[src/rtl/jt9346_master.sv]
// Microwire master for 93C46/93C06-style serial EEPROMs.
// Serialises one command per start pulse, reads back data and polls ready/busy.
module jt9346_master #(
  parameter int DW   = 16,
  parameter int DIV  = 4,
  parameter int TOUT = 4096,
  localparam int AW  = (DW == 16) ? 6 : 7
) (
  input  logic          clk,
  input  logic          rst,
  input  logic          start,
  input  logic [2:0]    op,
  input  logic [AW-1:0] addr,
  input  logic [DW-1:0] wdata,
  output logic [DW-1:0] rdata,
  output logic          busy,
  output logic          done,
  output logic          err,
  output logic          sclk,
  output logic          sdi,
  output logic          scs,
  input  logic          sdo
);

  localparam int FW  = 3 + AW + DW;
  localparam int BW  = $clog2(FW + 1);
  localparam int DCW = $clog2(DIV);
  localparam int PCW = $clog2(DIV + TOUT + 1);

  typedef enum logic [2:0] {
    OP_READ, OP_WRITE, OP_ERASE, OP_EWEN, OP_EWDS, OP_ERAL, OP_WRAL, OP_RSV
  } op_e;

  typedef enum logic [2:0] {
    IDLE, SEL, SHIFT, RDATA, DESEL, POLL, DESEL2
  } state_e;

  state_e          state;
  op_e             op_q;
  logic [FW-2:0]   frame;
  logic [BW-1:0]   bit_cnt;
  logic [DCW-1:0]  div_cnt;
  logic [PCW-1:0]  poll_cnt;
  logic [DW-2:0]   rsh;

  logic [AW+1:0]   cmd_d;
  logic [FW-2:0]   frame_d;
  logic [BW-1:0]   len_d;
  logic            has_data;
  logic            div_last;
  logic            is_poll;

  // Frame excludes the start bit, which is driven directly on entry to SEL.
  always_comb begin
    cmd_d    = '0;
    has_data = 1'b0;
    case (op_e'(op))
      OP_READ:  cmd_d = {2'b10, addr};
      OP_WRITE: begin cmd_d = {2'b01, addr}; has_data = 1'b1; end
      OP_ERASE: cmd_d = {2'b11, addr};
      OP_EWEN:  cmd_d = {4'b0011, {(AW-2){1'b0}}};
      OP_EWDS:  cmd_d = '0;
      OP_ERAL:  cmd_d = {4'b0010, {(AW-2){1'b0}}};
      OP_WRAL:  begin cmd_d = {4'b0001, {(AW-2){1'b0}}}; has_data = 1'b1; end
      default:  cmd_d = '0;
    endcase
    frame_d = {cmd_d, {DW{has_data}} & wdata};
    len_d   = has_data ? BW'(FW) : BW'(3 + AW);
  end

  assign div_last = (div_cnt == DCW'(DIV - 1));
  assign is_poll  = op_q inside {OP_WRITE, OP_ERASE, OP_ERAL, OP_WRAL};

  always_ff @(posedge clk) begin
    if (rst) begin
      state    <= IDLE;
      op_q     <= OP_READ;
      frame    <= '0;
      bit_cnt  <= '0;
      div_cnt  <= '0;
      poll_cnt <= '0;
      rsh      <= '0;
      rdata    <= '0;
      busy     <= 1'b0;
      done     <= 1'b0;
      err      <= 1'b0;
      sclk     <= 1'b0;
      sdi      <= 1'b0;
      scs      <= 1'b0;
    end else begin
      done <= 1'b0;
      case (state)
        IDLE: if (start) begin
          busy    <= 1'b1;
          err     <= 1'b0;
          op_q    <= op_e'(op);
          frame   <= frame_d;
          bit_cnt <= len_d;
          div_cnt <= '0;
          if (op_e'(op) == OP_RSV) begin
            state <= DESEL;
          end else begin
            state <= SEL;
            scs   <= 1'b1;
            sdi   <= 1'b1;
          end
        end
        SEL: begin
          div_cnt <= div_last ? '0 : div_cnt + 1'b1;
          if (div_last) begin
            state <= SHIFT;
            sclk  <= 1'b1;
          end
        end
        SHIFT, RDATA: begin
          div_cnt <= div_last ? '0 : div_cnt + 1'b1;
          if (div_last) begin
            if (sclk) begin
              // Falling transition: advance sdi, and in RDATA capture sdo.
              sclk  <= 1'b0;
              sdi   <= frame[FW-2];
              frame <= {frame[FW-3:0], 1'b0};
              if (state == RDATA) begin
                rsh <= {rsh[DW-3:0], sdo};
                if (bit_cnt == BW'(1)) rdata <= {rsh, sdo};
              end
            end else if (bit_cnt != BW'(1)) begin
              bit_cnt <= bit_cnt - 1'b1;
              sclk    <= 1'b1;
            end else if (state == SHIFT && op_q == OP_READ) begin
              state   <= RDATA;
              bit_cnt <= BW'(DW);
              sclk    <= 1'b1;
            end else begin
              state <= DESEL;
              scs   <= 1'b0;
              sdi   <= 1'b0;
            end
          end
        end
        DESEL: begin
          div_cnt <= div_last ? '0 : div_cnt + 1'b1;
          if (div_last) begin
            if (is_poll) begin
              state    <= POLL;
              scs      <= 1'b1;
              poll_cnt <= '0;
            end else begin
              state <= IDLE;
              busy  <= 1'b0;
              done  <= 1'b1;
            end
          end
        end
        POLL: begin
          if (poll_cnt < PCW'(DIV)) begin
            poll_cnt <= poll_cnt + 1'b1;
          end else if (sdo) begin
            state <= DESEL2;
            scs   <= 1'b0;
          end else if (poll_cnt == PCW'(DIV + TOUT - 1)) begin
            state <= DESEL2;
            scs   <= 1'b0;
            err   <= 1'b1;
          end else if (poll_cnt != '1) begin
            poll_cnt <= poll_cnt + 1'b1;
          end
        end
        DESEL2: begin
          div_cnt <= div_last ? '0 : div_cnt + 1'b1;
          if (div_last) begin
            state <= IDLE;
            busy  <= 1'b0;
            done  <= 1'b1;
          end
        end
        default: state <= IDLE;
      endcase
    end
  end

endmodule

[config.mk]
export PLATFORM = sky130hd
export DESIGN_NAME = jt9346_master
export DESIGN_NICKNAME = d
export VERILOG_FILES = /design/src/rtl/jt9346_master.sv
export SDC_FILE = /design/constraint.sdc
export NUM_CORES = 1
export LEC_CHECK = 0
export CELL_PAD_IN_SITES_DETAIL_PLACEMENT = 0
export CELL_PAD_IN_SITES_GLOBAL_PLACEMENT = 1
export CORE_UTILIZATION = 44
export DETAILED_ROUTE_END_ITERATION = 8
export GPL_TIMING_DRIVEN = 1
export HOLD_SLACK_MARGIN = 0.12
export PLACE_DENSITY_LB_ADDON = 0.1
export SKIP_CTS_REPAIR_TIMING = 1
export SYNTH_ARGS = -nofsm -noshare
export SYNTH_HDL_FRONTEND = slang
export SYNTH_SLANG_ARGS = --single-unit
[constraint.sdc]
create_clock -name clk -period 5.3 [get_ports clk]
set_input_delay 0.53 -clock clk [delete_from_list [all_inputs] [get_ports clk]]
set_output_delay 0.53 -clock clk [all_outputs]
set_load 0.01 [all_outputs]
==> run_1/layer_met1.png <==
Drawn at 4 px/µm. Supply wires on this layer in grey.
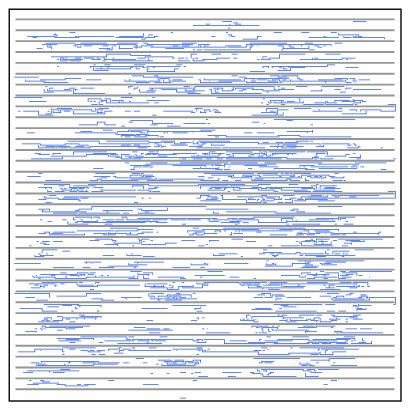
longest straight run	38.2 µm
wire length on this layer	4700 µm
main direction	horizontal
share of all routed wire	51%
nets with wire on the layer	516

==> run_1/layer_met2.png <==
Drawn at 3 px/µm. Cells faint in the background.
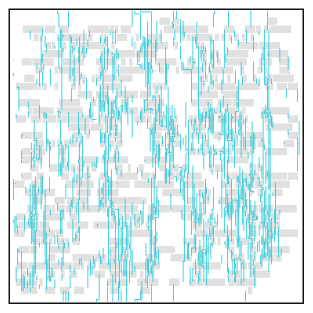
main direction	vertical
share of all routed wire	44%
wire length on this layer	4050 µm

==> run_1/layer_met3.png <==
Drawn at 4 px/µm.
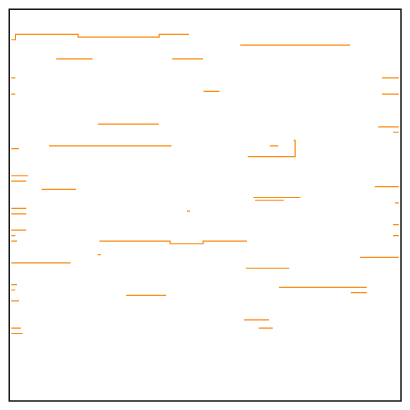
wire length on this layer	353 µm
share of all routed wire	3.9%
longest straight run	30.4 µm
nets with wire on the layer	40
main direction	horizontal

==> run_1/placement.png <==
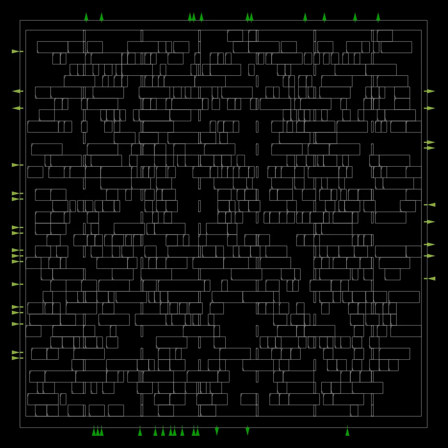
fillers: 855
site row count: 34
Final Util: 54.0%

run 1: cells by family after synthesis:
family | share of synthesized area, %
buffers and inverters | 4.64
adders and majority gates | 1.25
and+or+nand+nor | 23.9
muxes | 0.997
AOI/OAI and AO/OA | 24.8
DFF | 43.4
xor gates and xnor gates | 1.09
run 1: area by class of cell:
type	count	share of cell area (%)
clock buffers	10	2.91
multi-input cells	372	44.4
flip-flops and latches	87	36.8
well taps	108	2.86
inverters	10	0.794
clock inverters	5	1.24
repair buffers	53	11.0
run 1: worst max-delay path, delay by kind of cell (launching register included):
kind               cells  cell delay [ns]
AOI/OAI and AO/OA      1             0.08
DFF                    1             0.73
and+or+nand+nor        4             2.18
run 1: synth_stat cells, types with 2 or more instances:
master	n	area (µm²)
a211oi_1	24	180
a21oi_1	51	255
a221o_1	2	20.0
a22oi_1	15	113
a311oi_1	9	78.8
a31oi_1	16	100
a32oi_1	2	17.5
a41oi_1	2	17.5
and2_1	2	12.5
and3_1	6	37.5
and4_1	3	26.3
buf_1	2	7.51
buf_2	2	10.0
clkbuf_1	32	120
dfxtp_1	87	1740
ha_1	4	50.1
inv_1	10	37.5
mux2i_1	4	40.0
nand2_1	82	308
nand2b_1	7	43.8
nand3_1	13	65.1
nand3b_1	2	15.0
nand4_1	2	12.5
nor2_1	49	184
nor2b_1	4	25.0
nor3_1	12	60.1
nor4_1	3	18.8
nor4b_1	2	17.5
o211ai_1	3	22.5
o21ai_0	16	80.1
o311ai_0	2	17.5
or2_2	5	31.3
or3_1	9	56.3
or4_1	2	15.0
xnor2_1	2	17.5
xor2_1	3	26.3
run 1: worst paths after layout:
check | startpoint | endpoint | slack, ns | cells past startpoint
worst max register to register | state[1]$_SDFFE_PP0P_ | rdata[15]$_SDFFE_PP0P_ | 2.15 | 5
worst min register to register | rdata[11]$_SDFFE_PP0P_ | rdata[11]$_SDFFE_PP0P_ | 0.46 | 2
worst max-delay path | state[1]$_SDFFE_PP0P_ | rdata[15]$_SDFFE_PP0P_ | 2.15 | 5
worst min-delay path | rdata[11]$_SDFFE_PP0P_ | rdata[11]$_SDFFE_PP0P_ | 0.46 | 2
run 1: per-layer routing:
layer  global-route usage, %  wire, µm  vias to the layer above
met4                    6.11        76                        0
met2                    30.7      4050                       66
met3                    3.88       353                        5
met1                    28.7      4700                     1671
li1                        -         -                     1883
met5                       0         0                        -
run 1: registers in the layout, indices dropped and copies added, names as in the netlist, 2 cells and up:
register,count
state,3
op_q,3
poll_cnt,13
frame,24
div_cnt,2
rsh,15
bit_cnt,5
rdata,16
run 1: through the flow:
stage	setup slack [ns]	std cells	total power, mW
final	2.15	645	1.78
after global routing	1.75	645	1.91
after floorplan	3.32	506	1.20
after CTS	2.14	645	1.80
after detailed placement	2.16	630	1.33
after global placement	2.26	630	1.33
run 1: report_power, final:
part / internal, mW / total, mW / switching, mW
Sequential: 0.738 / 0.826 / 0.0880
Combinational: 0.215 / 0.498 / 0.283
Clock: 0.228 / 0.455 / 0.227
Total: 1.18 / 1.78 / 0.598
==> flow_metrics.py, run 1 <==
# Generated from Yosys and OpenROAD reports
metrics = {
    "final_layout": {
        "lay_top_count": "dfxtp_1",
        "nets": 566,
        "diodes": 0,
        "layout_top_cells": "87 x dfxtp_1, 82 x nand2_1, 50 x a21oi_1",
        "fin_area_um2": 4730,
        "syn_to_final_growth_pct": 17.7,
        "comb_area_um2": 2100,
        "final_layout_size_suffix_gt1_share_pct": 5.40,
        "seqCellArea_um2": 1740,
    },
    "global_routing": {
        "grt_overflow": 0,
        "first_global_vias": 3323,
        "grt_first_pass_wirelength_mm": 15.8,
        "gr-usage-all-layers_pct": 20.2,
        "antenna_found_initial": 0,
        "grt_max_degree": 86,
    },
    "worst_setup_path": {
        "critPathArrivalTime_ns": 3.34,
        "crit_path_cell_trace": "nand2b_1 -> nor2_1 -> nand2_1 -> nand2_1 -> a21oi_1",
        "cpMostUsedCell": "nand2_1",
        "slowest_stage": "nor2_1",
        "crit_fanout": 22,
        "crit_required_ns": 5.49,
        "crit_path_max_incr_delay_ns": 0.88,
        "cp-start-kind": "flop",
        "worstSetupPathType": "reg -> reg",
        "crit_path_end_kind": "flop",
    },
    "place": {
        "port_buffers": 50,
        "dp_hpwl_mm": 6.01,
        "place_area_um2": 4530,
        "gp_congestion": 0.818,
    },
    "status": {
        "status": "complete, no violations",
    },
    "floorplan": {
        "die_w_um": 97.5,
        "core-area_um2": 8760,
        "ios": 51,
        "die_h_um": 97.5,
        "initCoreUtil_pct": 45.8,
        "chipArea_um2": 9510,
    },
    "route": {
        "wl_per_cell_um": 14.2,
        "avgViaCountPerCell": 5.62,
        "routed_wl_mm": 9.18,
        "drc_errors": 0,
        "via_count": 3625,
        "drt_pass1_iterations": 5,
        "drt_iter0_drc": 171,
        "antenna_left": 0,
    },
    "synthesis": {
        "ys_area_um2": 4020,
        "syn_avg_cell_area_um2": 7.94,
        "yosys_warnings": 0,
        "ys_cells": 506,
        "numSynthFlops": 87,
        "flop_cell": "dfxtp_1",
        "syn_inst": 506,
        "ys_seq_share_pct": 43.4,
        "ys_types": 51,
        "syn_nets": 539,
        "edf_count": 0,
        "synthArstFlopShare_pct": 0,
        "synth.cell_area_um2": 4020,
    },
    "timing": {
        "worst_pin_slew_ns": 1.12,
        "final_max_slew_viol_count": 0,
        "period_used_pct": 59.3,
        "rsz0062_at_grt": "no",
        "relSlewSlack_pct": 25.2,
        "setup_viol": 0,
        "fin_skew_ns": 0.00885,
        "finalHoldViolations": 0,
        "whs_ns": 0.457,
        "setup-tns-final_ns": 0,
        "period_minus_slack_ns": 3.15,
        "fmax_mhz": 318,
    },
    "clock_tree": {
        "htreeDepth": 3,
        "ctsRootBufferMaster": "clkbuf_8",
        "clockBufferDepth": 2,
        "cts.sinks": 87,
        "insertion_delay_ns": 0.35,
        "clk_pin_slew_worst_paths_ns": 0.08,
        "cts_tree": "built",
        "cts_buffers": 9,
    },
    "job": {
        "drv_cap": 0,
        "tool_warnings": 27,
    },
    "hold_path": {
        "hold_path.class": "reg -> reg",
    },
    "pwr": {
        "ir_worst_vdd_uv": 180,
        "p_per_area_nw_per_um2": 376,
        "power_leakage_nw": 1.55,
    },
}
==> run 1 -> run 2 <==
--- a/config.mk
+++ b/config.mk
@@ -7,7 +7,7 @@
 export LEC_CHECK = 0
 export CELL_PAD_IN_SITES_DETAIL_PLACEMENT = 0
 export CELL_PAD_IN_SITES_GLOBAL_PLACEMENT = 1
-export CORE_UTILIZATION = 44
+export CORE_UTILIZATION = 37
 export DETAILED_ROUTE_END_ITERATION = 8
 export GPL_TIMING_DRIVEN = 1
 export HOLD_SLACK_MARGIN = 0.12
==> constraint.sdc (replaced) <==
create_clock -name clk -period 2.8 [get_ports clk]
set_input_delay 0.28 -clock clk [delete_from_list [all_inputs] [get_ports clk]]
set_output_delay 0.28 -clock clk [all_outputs]
set_load 0.01 [all_outputs]
==> run_2/layer_met2.png <==
Drawn at 2 px/µm. Cells faint in the background.
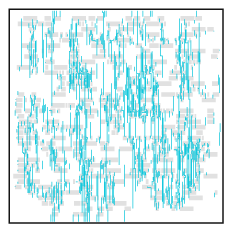
share of all routed wire	45%
nets with wire on the layer	450
wire length on this layer	4360 µm

==> run_2/layer_met1.png <==
Drawn at 4 px/µm. Supply wires on this layer in grey.
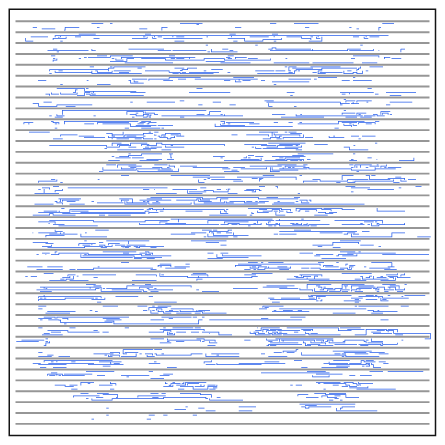
longest straight run	83.3 µm
main direction	horizontal
nets with wire on the layer	526
share of all routed wire	50%
wire length on this layer	4790 µm

==> run 2 against run 1 <==
Net effect: sequential power up 86%; power grew 95%; register-to-register slack worse by 1.5 ns; non-clock buffer count is 12 higher; combinational power increased by 100%; die size up 19%; core utilization fell by 7.2 points; synthesized cell count unchanged; final cell count grew 6.4%; sequential share of layout area fell by 1.1 points; largest cell class unchanged.
==> flow_metrics.py, run 2 <==
# Generated from Yosys and OpenROAD reports
metrics = {
    "final_layout": {
        "syn_to_final_growth_pct": 21.2,
        "largest_reg_flops": 24,
        "fin_cells": 686,
        "final_layout_size_suffix_gt1_share_pct": 7.64,
        "diodes": 0,
        "regMostFlops": "frame",
        "layout_top_cells": "87 x dfxtp_1, 82 x nand2_1, 50 x a21oi_1",
        "reg_top3": "frame x24, rdata x16, rsh x15",
        "lay_top_count": "dfxtp_1",
        "nets": 578,
    },
    "global_routing": {
        "grt_max_degree": 53,
        "grt_overflow": 0,
        "antenna_found_initial": 0,
        "grt_first_pass_wirelength_mm": 16.2,
        "gr-usage-all-layers_pct": 17.9,
        "first_global_vias": 3277,
    },
    "place": {
        "gp_congestion": 0.786,
        "port_buffers": 50,
        "preCtsSetupSlack_ns": 0.564,
        "dp_hpwl_mm": 6.56,
        "dp_cells": 670,
    },
    "floorplan": {
        "die_h_um": 106,
        "ios": 51,
        "core-area_um2": 10400,
        "initCoreUtil_pct": 38.6,
        "chipArea_um2": 11300,
        "die_w_um": 106,
        "core.rowCount": 37,
    },
    "worst_setup_path": {
        "cp-start-kind": "flop",
        "crit_path_end_kind": "flop",
        "crit_fanout": 19,
        "critPathArrivalTime_ns": 2.47,
        "crit_required_ns": 3.09,
        "worstSetupPathType": "reg -> reg",
    },
    "clock_tree": {
        "cts_buffers": 9,
        "clockBufferDepth": 2,
        "cts_tree": "built",
        "htreeDepth": 3,
        "cts.sinks": 87,
        "clk_pin_slew_worst_paths_ns": 0.08,
        "insertion_delay_ns": 0.36,
        "ctsRootBufferMaster": "clkbuf_8",
    },
    "timing": {
        "relSlewSlack_pct": 60.3,
        "setup-tns-final_ns": 0,
        "period_minus_slack_ns": 2.18,
        "rsz0062_at_grt": "no",
        "fin_skew_ns": 0.0100,
        "worst_pin_slew_ns": 0.594,
        "fmax_mhz": 458,
        "finalHoldViolations": 0,
        "whs_ns": 0.310,
        "setup_viol": 0,
        "period_used_pct": 78.0,
        "setup_slack_ns": 0.616,
        "final_max_slew_viol_count": 0,
    },
    "status": {
        "status": "complete, no violations",
    },
    "synthesis": {
        "yosysMostFrequentCell": "dfxtp_1",
        "syn_avg_cell_area_um2": 7.94,
        "syn_nets": 539,
        "numSynthFlops": 87,
        "ys_types": 51,
        "ys_cells": 506,
        "yosys_warnings": 0,
        "syn_inst": 506,
        "synthArstFlopShare_pct": 0,
        "flop_cell": "dfxtp_1",
        "yosys.area.top_type": "dfxtp_1",
        "ys_area_um2": 4020,
        "ys_seq_share_pct": 43.4,
        "edf_count": 0,
        "synth.cell_area_um2": 4020,
        "topCellsByArea": "dfxtp_1 43%, nand2_1 7.7%, a21oi_1 6.4%",
        "synthTopCellsByCount": "87 x dfxtp_1, 82 x nand2_1, 51 x a21oi_1, 49 x nor2_1, 32 x clkbuf_1",
        "top_cell_area_share_pct": 43.4,
    },
    "pwr": {
        "p_per_area_nw_per_um2": 712,
        "power_leakage_nw": 1.63,
        "p_total_mw": 3.47,
        "ir_worst_vdd_uv": 331,
    },
    "route": {
        "drc_errors": 0,
        "drt_iter0_drc": 180,
        "via_count": 3715,
        "wl_per_cell_um": 14.0,
        "antenna_left": 0,
        "avgViaCountPerCell": 5.42,
        "routed_wl_mm": 9.61,
        "drt_pass1_iterations": 4,
    },
    "hold_path": {
        "hold_path.class": "in -> reg",
    },
    "job": {
        "drv_cap": 0,
        "tool_warnings": 27,
    },
}
==> run_2/layer_met4.png <==
Drawn at 4 px/µm. Supply wires on this layer in grey.
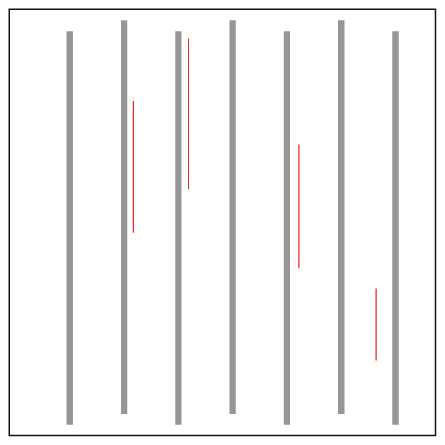
nets with wire on the layer	3
share of all routed wire	1.2%
wire length on this layer	118 µm
main direction	vertical
longest straight run	37.4 µm

run 2: netlist changes by cell type in the layout (fill, tap and decap cells not counted), sizes merged:
| cell | previous run | this run |
|---|---|---|
| buf | 4 | 16 |
| clkbuf | 10 | 13 |
| clkinvlp | 2 | 0 |
run 2: cell type report:
| cell class | count | area [µm²] |
|---|---|---|
| Inverter | 10 | 37.5 |
| Clock inverter | 3 | 40.0 |
| Fill cell | 1067 | 5550 |
| Sequential cell | 87 | 1740 |
| Multi-Input combinational cell | 372 | 2100 |
| Tap cell | 136 | 170 |
| Clock buffer | 13 | 169 |
| Timing Repair Buffer | 65 | 608 |
run 2: worst paths after layout:
check                                           start                 endpoint  slack [ns]  cells past startpoint
worst min-delay path                              rst        busy$_SDFFE_PP0P_        0.31                      4
worst min register to register  rdata[4]$_SDFFE_PP0P_    rdata[4]$_SDFFE_PP0P_        0.45                      2
worst max-delay path            state[0]$_SDFFE_PP0P_  bit_cnt[2]$_SDFFE_PP0P_        0.62                      5
worst max register to register  state[0]$_SDFFE_PP0P_  bit_cnt[2]$_SDFFE_PP0P_        0.62                      5
run 2: cell families after synthesis:
logic type / count (synthesis) / synth area share [%]
adder cells (fa/ha/maj): 4 / 1.25
AND-OR/OR-AND: 153 / 24.8
buffers and inverters: 47 / 4.64
multiplexers: 4 / 0.997
XOR/XNOR: 5 / 1.09
flip-flops: 87 / 43.4
AND/OR/NAND/NOR: 206 / 23.9
run 2: critical path: stages (launching register included):
cell	delay (ns)
dfxtp_1	0.50
or4_4	0.58
a211oi_2	0.26
o21ai_2	0.15
or4_1	0.49
a21oi_1	0.13
run 2: routing by layer:
layer  wire length (µm)  share of wire (%)  global-route usage (%)  vias to the layer above
met5                  0                  0                       0                        -
met4                118                1.2                    6.35                        0
met2               4360                 45                    27.8                       67
met3                343                3.6                    3.80                       12
li1                   -                  -                       -                     1908
met1               4790                 50                    24.5                     1728
run 2: per-stage QoR:
stage	utilization [%]	area, µm²
3_5_place_dp	44.7	4660
5_1_grt	46.7	4870
6_report	46.7	4870
3_3_place_gp	44.7	4660
4_1_cts	46.7	4870
2_1_floorplan	-	4020
run 2: power by group:
part	leakage, nW	internal [mW]	switching [mW]	total, mW
registers	0.708	1.40	0.139	1.54
clock network	0.109	0.483	0.433	0.917
logic	0.812	0.439	0.575	1.01
total	1.63	2.32	1.15	3.47
==> run_2/layer_met3.png <==
Drawn at 4 px/µm.
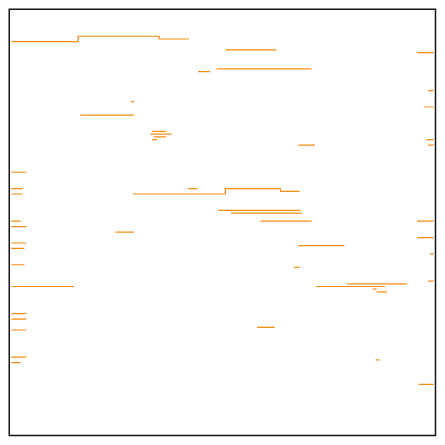

==> run 2 -> run 3 <==
==> constraint.sdc (replaced) <==
create_clock -name clk -period 1.9 [get_ports clk]
set_input_delay 0.19 -clock clk [delete_from_list [all_inputs] [get_ports clk]]
set_output_delay 0.19 -clock clk [all_outputs]
set_load 0.01 [all_outputs]
==> run_3/layer_met3.png <==
Drawn at 4 px/µm.
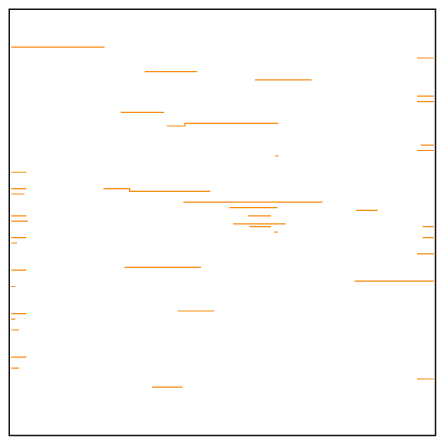
longest straight run	34.5 µm
wire length on this layer	314 µm
main direction	horizontal

==> run_3/layer_met1.png <==
Drawn at 4 px/µm. Supply wires on this layer in grey.
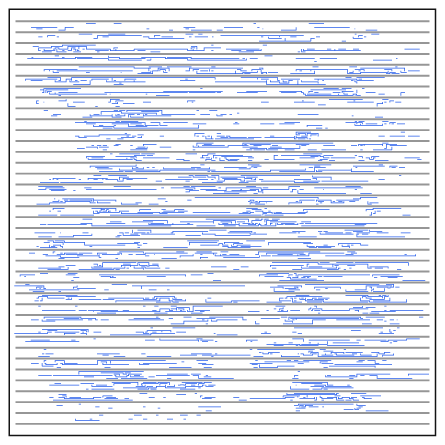
share of all routed wire	49%
nets with wire on the layer	593
main direction	horizontal

==> run 3 against run 2 <==
Net effect: the run now ends with negative setup slack left; routed wire length grew 7.6%; hold slack gained 0.096 ns; critical path depth grew 1; synthesized area is the same; register-to-register slack lost 0.66 ns; sequential power grew 44%; power grew 65%; critical endpoint is now bit_cnt[1]$_SDFFE_PP0P_; largest power group unchanged.
==> flow_metrics.py, run 3 <==
# Generated from Yosys and OpenROAD reports
metrics = {
    "synthesis": {
        "top_cell_area_share_pct": 43.4,
        "numSynthFlops": 87,
        "yosys.area.top_type": "dfxtp_1",
        "yosys_warnings": 0,
        "syn_inst": 506,
        "synth.cell_area_um2": 4020,
        "topCellsByArea": "dfxtp_1 43%, nand2_1 7.7%, a21oi_1 6.4%",
        "ys_seq_share_pct": 43.4,
        "ys_types": 51,
        "synthArstFlopShare_pct": 0,
        "yosysMostFrequentCell": "dfxtp_1",
        "synthTopCellsByCount": "87 x dfxtp_1, 82 x nand2_1, 51 x a21oi_1, 49 x nor2_1, 32 x clkbuf_1",
        "syn_avg_cell_area_um2": 7.94,
        "ys_area_um2": 4020,
        "edf_count": 0,
    },
    "timing": {
        "fmax_mhz": 514,
        "worst_pin_slew_ns": 0.444,
        "setup_viol": 4,
        "relSlewSlack_pct": 70.4,
        "setup_slack_ns": -0.0450,
        "period_minus_slack_ns": 1.94,
        "finalHoldViolations": 0,
        "final_max_slew_viol_count": 0,
        "period_used_pct": 102,
    },
    "route": {
        "antenna_left": 0,
        "avgViaCountPerCell": 5.26,
        "drt_pass1_iterations": 4,
        "wl_per_cell_um": 13.8,
        "via_count": 3953,
        "routed_wl_mm": 10.3,
    },
    "global_routing": {
        "gr-usage-all-layers_pct": 18.7,
        "first_global_vias": 3613,
        "antenna_found_initial": 0,
        "grt_overflow": 0,
        "grt_max_degree": 83,
        "grt_first_pass_wirelength_mm": 17.0,
    },
    "clock_tree": {
        "cts_tree": "built",
        "insertion_delay_ns": 0.35,
        "clockBufferDepth": 2,
        "cts_buffers": 9,
        "cts.sinks": 87,
        "htreeDepth": 3,
    },
    "floorplan": {
        "chipArea_um2": 11300,
        "die_w_um": 106,
        "initCoreUtil_pct": 38.6,
        "core-area_um2": 10400,
        "die_h_um": 106,
        "ios": 51,
        "core.rowCount": 37,
    },
    "worst_setup_path": {
        "cp-start-kind": "flop",
        "critPathArrivalTime_ns": 2.23,
        "worstSetupPathType": "reg -> reg",
        "crit_fanout": 4,
        "rrSetupSlack_ns": -0.04,
        "crit_path_end_kind": "flop",
        "rr_startpoint": "op_q[2]$_SDFFE_PP0P_",
    },
    "place": {
        "gp_congestion": 0.843,
        "preCtsSetupSlack_ns": -0.187,
        "dp_hpwl_mm": 7.07,
        "dp_cells": 724,
    },
    "pwr": {
        "ir_worst_vdd_uv": 407,
        "power_leakage_nw": 2.01,
        "p_per_area_nw_per_um2": 1020,
    },
    "hold_path": {
        "hold_path.class": "in -> reg",
        "holdCritStartpoint": "wdata[0]",
    },
    "final_layout": {
        "diodes": 0,
        "lay_top_count": "dfxtp_1",
        "syn_to_final_growth_pct": 38.8,
        "nets": 643,
        "largest_reg_flops": 24,
        "final_layout_size_suffix_gt1_share_pct": 22.0,
        "reg_top3": "frame x24, rdata x16, rsh x15",
        "fin_cells": 751,
    },
    "job": {
        "drv_cap": 0,
    },
    "status": {
        "violations": "negative setup slack",
        "status": "finished, violations left",
    },
}
==> run_3/io_placement.png <==
Drawn at 4 px/µm. Pins as bars across the die edge, other pins in grey.
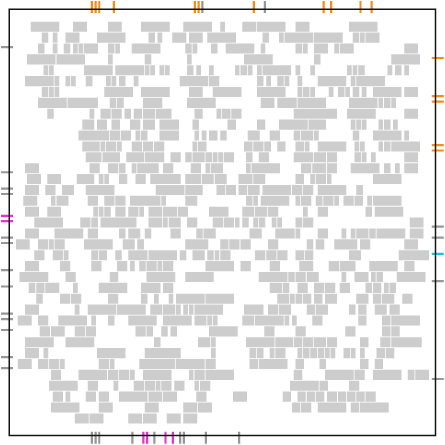
colour	port	pins	direction	edge
cyan	err	1	output	east
magenta	addr	6	input	4 south, 2 west
orange	rdata	16	output	11 north, 5 east

## run 3: worst paths after layout
| kind | end | cells after the start |
|---|---|---|
| max reg2reg | bit_cnt[1]$_SDFFE_PP0P_ | 6 |
| max | bit_cnt[1]$_SDFFE_PP0P_ | 6 |
| min | frame[0]$_SDFFE_PP0P_ | 3 |
| min reg2reg | rdata[5]$_SDFFE_PP0P_ | 2 |
## run 3: stage by stage
step,hold WS (ns),area (µm²),power (mW),util (%),setup TNS (ns)
final,0.406,5570,5.70,53.5,-0.115
after floorplan,0.326,4020,3.36,-,-0.0102
after detailed placement,0.446,5130,4.10,49.2,-0.517
after global routing,0.412,5570,6.11,53.5,-0.395
after CTS,0.0976,5340,5.49,51.2,-1.14
after global placement,0.441,5130,4.07,49.2,-0.269
## run 3: area by class of cell
| type | instances | area [µm²] |
|---|---|---|
| Inverter | 10 | 37.5 |
| Timing Repair Buffer | 130 | 1200 |
| Clock buffer | 10 | 138 |
| Tap cell | 136 | 170 |
| Fill cell | 1040 | 4840 |
| Sequential cell | 87 | 1750 |
| Clock inverter | 6 | 68.8 |
| Multi-Input combinational cell | 372 | 2220 |
## run 3: routing by layer
layer  wire, µm  global-route usage, %  up-vias  share of wire [%]
met4         54                   6.45        0               0.52
met5          0                      0        -                  0
met2       4920                   29.5       57                 48
met1       5050                   25.5     1848                 49
met3        313                   3.56        5                3.0
li1           -                      -     2043                  -
## run 3: cell families (layout without fill, tap and decap cells)
group | Yosys count | after routing | synth area share (%)
AOI/OAI and AO/OA | 153 | 153 | 24.8
xor gates and xnor gates | 5 | 5 | 1.09
adders and majority gates | 4 | 4 | 1.25
buffers and inverters | 47 | 156 | 4.64
DFF | 87 | 87 | 43.4
muxes | 4 | 4 | 0.997
and+or+nand+nor | 206 | 206 | 23.9
## run 3: power by group
part | switching (mW) | total (mW) | internal [mW] | leakage, nW
combinational | 1.06 | 2.14 | 1.08 | 1.20
clock | 0.699 | 1.35 | 0.652 | 0.103
sequential | 0.150 | 2.21 | 2.06 | 0.710
## run 3: critical path, stage by stage (launching register included)
cell      delay (ns)
dfxtp_2         0.33
or4_4           0.55
a211oi_2        0.27
o21ai_2         0.13
buf_4           0.16
or3_4           0.32
a21oi_2         0.11
Power is estimated from default activity; no workload was simulated.
